File: src/rtl/sw_pkg.sv
// rtl/sw_pkg.sv - shared switch types, flag levels and width helpers
package sw_pkg;

  localparam int PKTW = 8;

  localparam logic ASSERT = 1'b1;
  localparam logic NEGATE = 1'b0;

  localparam int DEF_DEPTH = 4;
  localparam int DEF_NVC   = 2;

  function automatic int calc_vcw(input int nvc);
    return (nvc > 1) ? $clog2(nvc) : 1;
  endfunction

  function automatic int calc_cw(input int depth);
    return $clog2(depth + 1);
  endfunction

  typedef logic [PKTW:0]                     pkt_t;
  typedef logic [calc_vcw(DEF_NVC)-1:0]      vc_t;
  typedef logic [calc_cw(DEF_DEPTH)-1:0]     cnt_t;

endpackage

File: src/rtl/vc_fifo_ch.sv
// rtl/vc_fifo_ch.sv - single-channel FIFO with occupancy and credit flags
module vc_fifo_ch
  import sw_pkg::*;
#(
  parameter int W        = PKTW + 1,
  parameter int DEPTH    = 4,
  parameter int AFULL_TH = DEPTH - 1,
  parameter int CW       = calc_cw(DEPTH)
) (
  input  logic          clk,
  input  logic          rst,
  input  logic          push,
  input  logic          pop,
  input  logic [W-1:0]  din,
  output logic [W-1:0]  dout,
  output logic          empty,
  output logic          full,
  output logic          afull,
  output logic [CW-1:0] cnt
);

  localparam int AW = $clog2(DEPTH);
  localparam int PW = AW + 1;

  logic [W-1:0]  mem_q [DEPTH];
  logic [PW-1:0] head_q, head_d;
  logic [PW-1:0] tail_q, tail_d;
  logic [CW-1:0] cnt_q, cnt_d;

  // Storage is deliberately left unreset; push is already qualified by the top.
  always_ff @(posedge clk) begin
    if (push) begin
      mem_q[head_q[AW-1:0]] <= din;
    end
  end

  always_comb begin
    head_d = head_q;
    tail_d = tail_q;
    if (push) begin
      head_d = head_q + PW'(1);
    end
    if (pop) begin
      tail_d = tail_q + PW'(1);
    end
    cnt_d = cnt_q + CW'(push) - CW'(pop);
  end

  always_ff @(posedge clk) begin
    if (rst) begin
      head_q <= '0;
      tail_q <= '0;
      cnt_q  <= '0;
    end else begin
      head_q <= head_d;
      tail_q <= tail_d;
      cnt_q  <= cnt_d;
    end
  end

  assign dout  = mem_q[tail_q[AW-1:0]];
  assign cnt   = cnt_q;
  assign empty = (cnt_q == '0)             ? ASSERT : NEGATE;
  assign full  = (cnt_q == CW'(DEPTH))     ? ASSERT : NEGATE;
  assign afull = (cnt_q >= CW'(AFULL_TH))  ? ASSERT : NEGATE;

endmodule

File: src/rtl/vc_fifo.sv
// rtl/vc_fifo.sv - multi-channel packet buffer with sticky overflow/underflow
module vc_fifo
  import sw_pkg::*;
#(
  parameter int W        = PKTW + 1,
  parameter int DEPTH    = 4,
  parameter int NVC      = 2,
  parameter int AFULL_TH = DEPTH - 1,
  localparam int VCW     = calc_vcw(NVC),
  localparam int CW      = calc_cw(DEPTH)
) (
  input  logic              clk,
  input  logic              rst,
  input  logic [W-1:0]      in,
  input  logic              we,
  input  logic [VCW-1:0]    wvc,
  output logic [W-1:0]      out,
  input  logic              re,
  input  logic [VCW-1:0]    rvc,
  output logic [NVC-1:0]    empty,
  output logic [NVC-1:0]    full,
  output logic [NVC-1:0]    afull,
  output logic [NVC*CW-1:0] cnt,
  output logic              ovf,
  output logic              udf
);

  logic [NVC-1:0] push_req, pop_req;
  logic [NVC-1:0] push_en, pop_en;
  logic [W-1:0]   ch_dout [NVC];
  logic           ovf_q, ovf_d;
  logic           udf_q, udf_d;

  // Out-of-range channel numbers decode to no request at all, so they raise no flag.
  always_comb begin
    push_req = '0;
    pop_req  = '0;
    for (int v = 0; v < NVC; v++) begin
      push_req[v] = we && (int'(wvc) == v);
      pop_req[v]  = re && (int'(rvc) == v);
    end
    pop_en  = pop_req & ~empty & {NVC{~rst}};
    // A full channel still accepts a write when it is popped in the same cycle.
    push_en = push_req & (~full | pop_en) & {NVC{~rst}};
    ovf_d   = ovf_q | (|(push_req & full & ~pop_en));
    udf_d   = udf_q | (|(pop_req & empty));
  end

  always_ff @(posedge clk) begin
    if (rst) begin
      ovf_q <= NEGATE;
      udf_q <= NEGATE;
    end else begin
      ovf_q <= ovf_d;
      udf_q <= udf_d;
    end
  end

  assign ovf = ovf_q;
  assign udf = udf_q;

  for (genvar g = 0; g < NVC; g++) begin : g_ch
    vc_fifo_ch #(
      .W        (W),
      .DEPTH    (DEPTH),
      .AFULL_TH (AFULL_TH),
      .CW       (CW)
    ) u_ch (
      .clk   (clk),
      .rst   (rst),
      .push  (push_en[g]),
      .pop   (pop_en[g]),
      .din   (in),
      .dout  (ch_dout[g]),
      .empty (empty[g]),
      .full  (full[g]),
      .afull (afull[g]),
      .cnt   (cnt[g*CW +: CW])
    );
  end

  always_comb begin
    out = '0;
    for (int v = 0; v < NVC; v++) begin
      if ((int'(rvc) == v) && !empty[v]) begin
        out = ch_dout[v];
      end
    end
  end

endmodule

File: config.mk
export PLATFORM = sky130hd
export DESIGN_NAME = vc_fifo
export DESIGN_NICKNAME = d
export VERILOG_FILES = /design/src/rtl/sw_pkg.sv /design/src/rtl/vc_fifo_ch.sv /design/src/rtl/vc_fifo.sv
export SDC_FILE = /design/constraint.sdc
export NUM_CORES = 1
export LEC_CHECK = 0
export CAP_MARGIN = 20
export CORE_MARGIN = 2
export CORE_UTILIZATION = 59
export CTS_BUF_LIST = sky130_fd_sc_hd__clkbuf_4
export DETAILED_ROUTE_END_ITERATION = 16
export GPL_TIMING_DRIVEN = 0
export PLACE_DENSITY = 0.81
export SLEW_MARGIN = 30
export SYNTH_ARGS = -nofsm -noshare
export SYNTH_HDL_FRONTEND = slang
export SYNTH_SLANG_ARGS = --single-unit
File: constraint.sdc
create_clock -name clk -period 2.8 [get_ports clk]
set_input_delay 0.28 -clock clk [delete_from_list [all_inputs] [get_ports clk]]
set_output_delay 0.28 -clock clk [all_outputs]
set_load 0.02 [all_outputs]
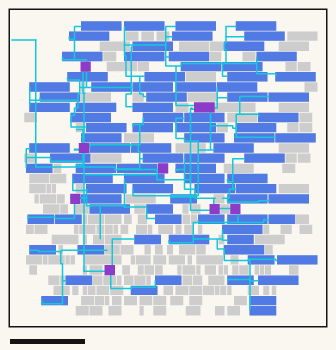
clock_map.png
The bar under the picture is 20 um long.
[cyan] clock wires | length: 953 um
[purple] cells driving clock nets | count: 9
[blue] flip-flops | count: 92
flops lie: all over the die

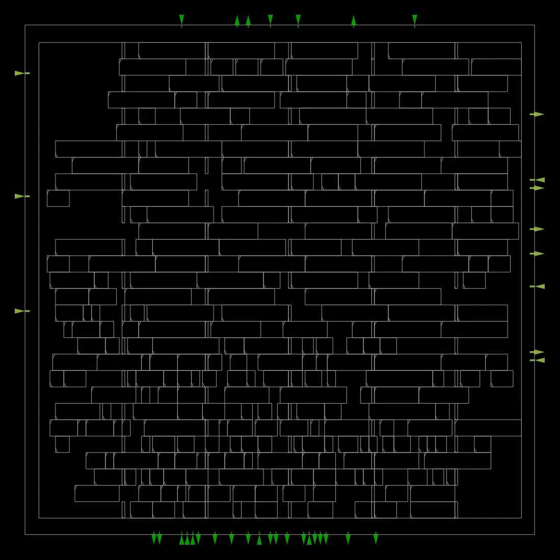
final_placement.png
fill count: 419
fin cells: 355
tap cells: 77

==> results.toml <==
# flow metrics
[synth]
netlist.area_leader.share = 0.5654
synth_flops = 92
ys_sh_xor = 0.006872
synth_adder_area_share = 0.05628
logic_family = "multiplexers"
ys_top_cells_by_count = "edfxtp_1, dfxtp_1, mux4_2"
syn_area_mm2 = 0.003824
synthMostInstantiatedCell = "edfxtp_1"
area_leaders = "edfxtp_1, mux4_2, dfxtp_1"
edf_count = 72
synth_area_leader_cell = "edfxtp_1"
synth-main-ff-cell = "edfxtp_1"
syn_inst = 228
synth_stat.cells = 228
synth_nets = 259
yosysChipArea_mm2 = 0.003824
synth-compound-area-share = 0.04843
yosysWarnings = 0
mux_share = 0.1181

[worst_hold_path]
hold_depth = 3
min-delay-start = "rvc"
min_path_type = "primary input to flop"

[power_and_ir_drop]
top_power_group = "sequential cells"
switching_share = 0.2760
pwr-share-clk = 0.252
comb_cell_power_mw = 0.613
p_total_mw = 2.909
powerDensity_mw_per_mm2 = 656.1
clock_power_mw = 0.734
p_seq_mw = 1.56
power_leakage_nw = 1.501
power_frac_seq = 0.537
p_int_mw = 2.106
switching_power_mw = 0.8030

[final_layout]
drive_gt1_frac = 0.1763
comb_cells = 105
num-nonclk-buffers = 48
regArea_mm2 = 0.002562
finalInstanceArea_mm2 = 0.004434
dominant_cells = "sequential cells"
largest_reg_flops = 72
comb_area_mm2 = 0.001125
most-common-layout-cells = "edfxtp_1, clkdlybuf4s50_1, dfxtp_1"
inv_count = 17
nNetsFinal = 304
nonClkBufAreaFrac = 0.1002
diodes = 0

[setup_path]
worstPathMaxFanout = 9
critPathTopFamily = "buffers and inverters"
r2r_setup_slack_ns = 0.38
cp.depth = 4
crit_chain = "clkbuf_4, mux4_2, a22o_1, clkdlybuf4s50_1"
endpoint_kind = "output port"
rr_startpoint = "g_ch[1].u_ch.cnt[1]$_SDFF_PP0_"
critical-path-slowest-cell = "mux4_2"
start_kind = "flop"
cpPeakStageDelay_ns = 0.54
critPathRequiredTime_ns = 2.52

[die]
core_area_mm2 = 0.006314
die_h_um = 84.51
chip_area_mm2 = 0.007141
die_w_um = 84.51
fp_util = 0.6056
ios = 38
rows = 29

[timing]
layout_setup_ws_ns = 0.1616
grt_setup_unrepaired = "false"
fmax_mhz = 379.0
setup_violations = 0
slew-limit-headroom = 0.5248
drv_slew = 0
tightestPinTransition_ns = 0.7039
finClkSkew_ns = 0.01816
hold_viol = 0

[run_status]
status = "finished clean"

[detailed_routing]
wl_met1_um = 3047
dr.pass1.iters = 4
wl_met3_um = 358
route.detailed.drc = 0
antenna_left = 0
drt_wl_total_um = 6958
dr_wl_met2_um = 3444
top_layer_used = "met4"

[job]
cap_violations = 0
warning_count = 32

[placement]
place_inst = 341
dpl_worst_slack_ns = -0.09716
post_dp_cell_area_mm2 = 0.004280
globalplace.congestion = 0.7036

[clock_network]
insertion_delay_ns = 0.43
tritoncts = "done"
cts_root_buf = "clkbuf_4"
clock-sinks = 92
h-tree-depth = 3
clk_pin_slew_ns = 0.14
clk_path_buf_depth = 2

[grt]
antenna_found_initial = 0
grt_pass1_vias = 2115
globalRoute.totalOverflow = 0
top_usage_layer = "met2"
grt.total_usage = 0.2109
grtUsageMet1 = 0.2990
gr-usage-met2 = 0.3314
grt_max_degree = 17
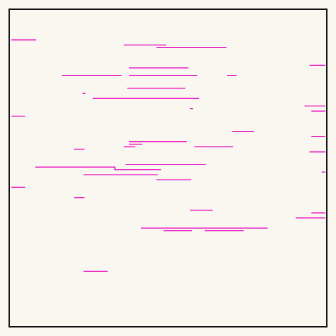
met3.png
share of all routed wire: 5.1%
wire length on this layer: 358 um
nets with wire on the layer: 26
longest straight run: 33.6 um
main direction: horizontal
met3 Track Usage GR: 0.04425
routed vias: 2041

Power and IR drop assume default switching activity.
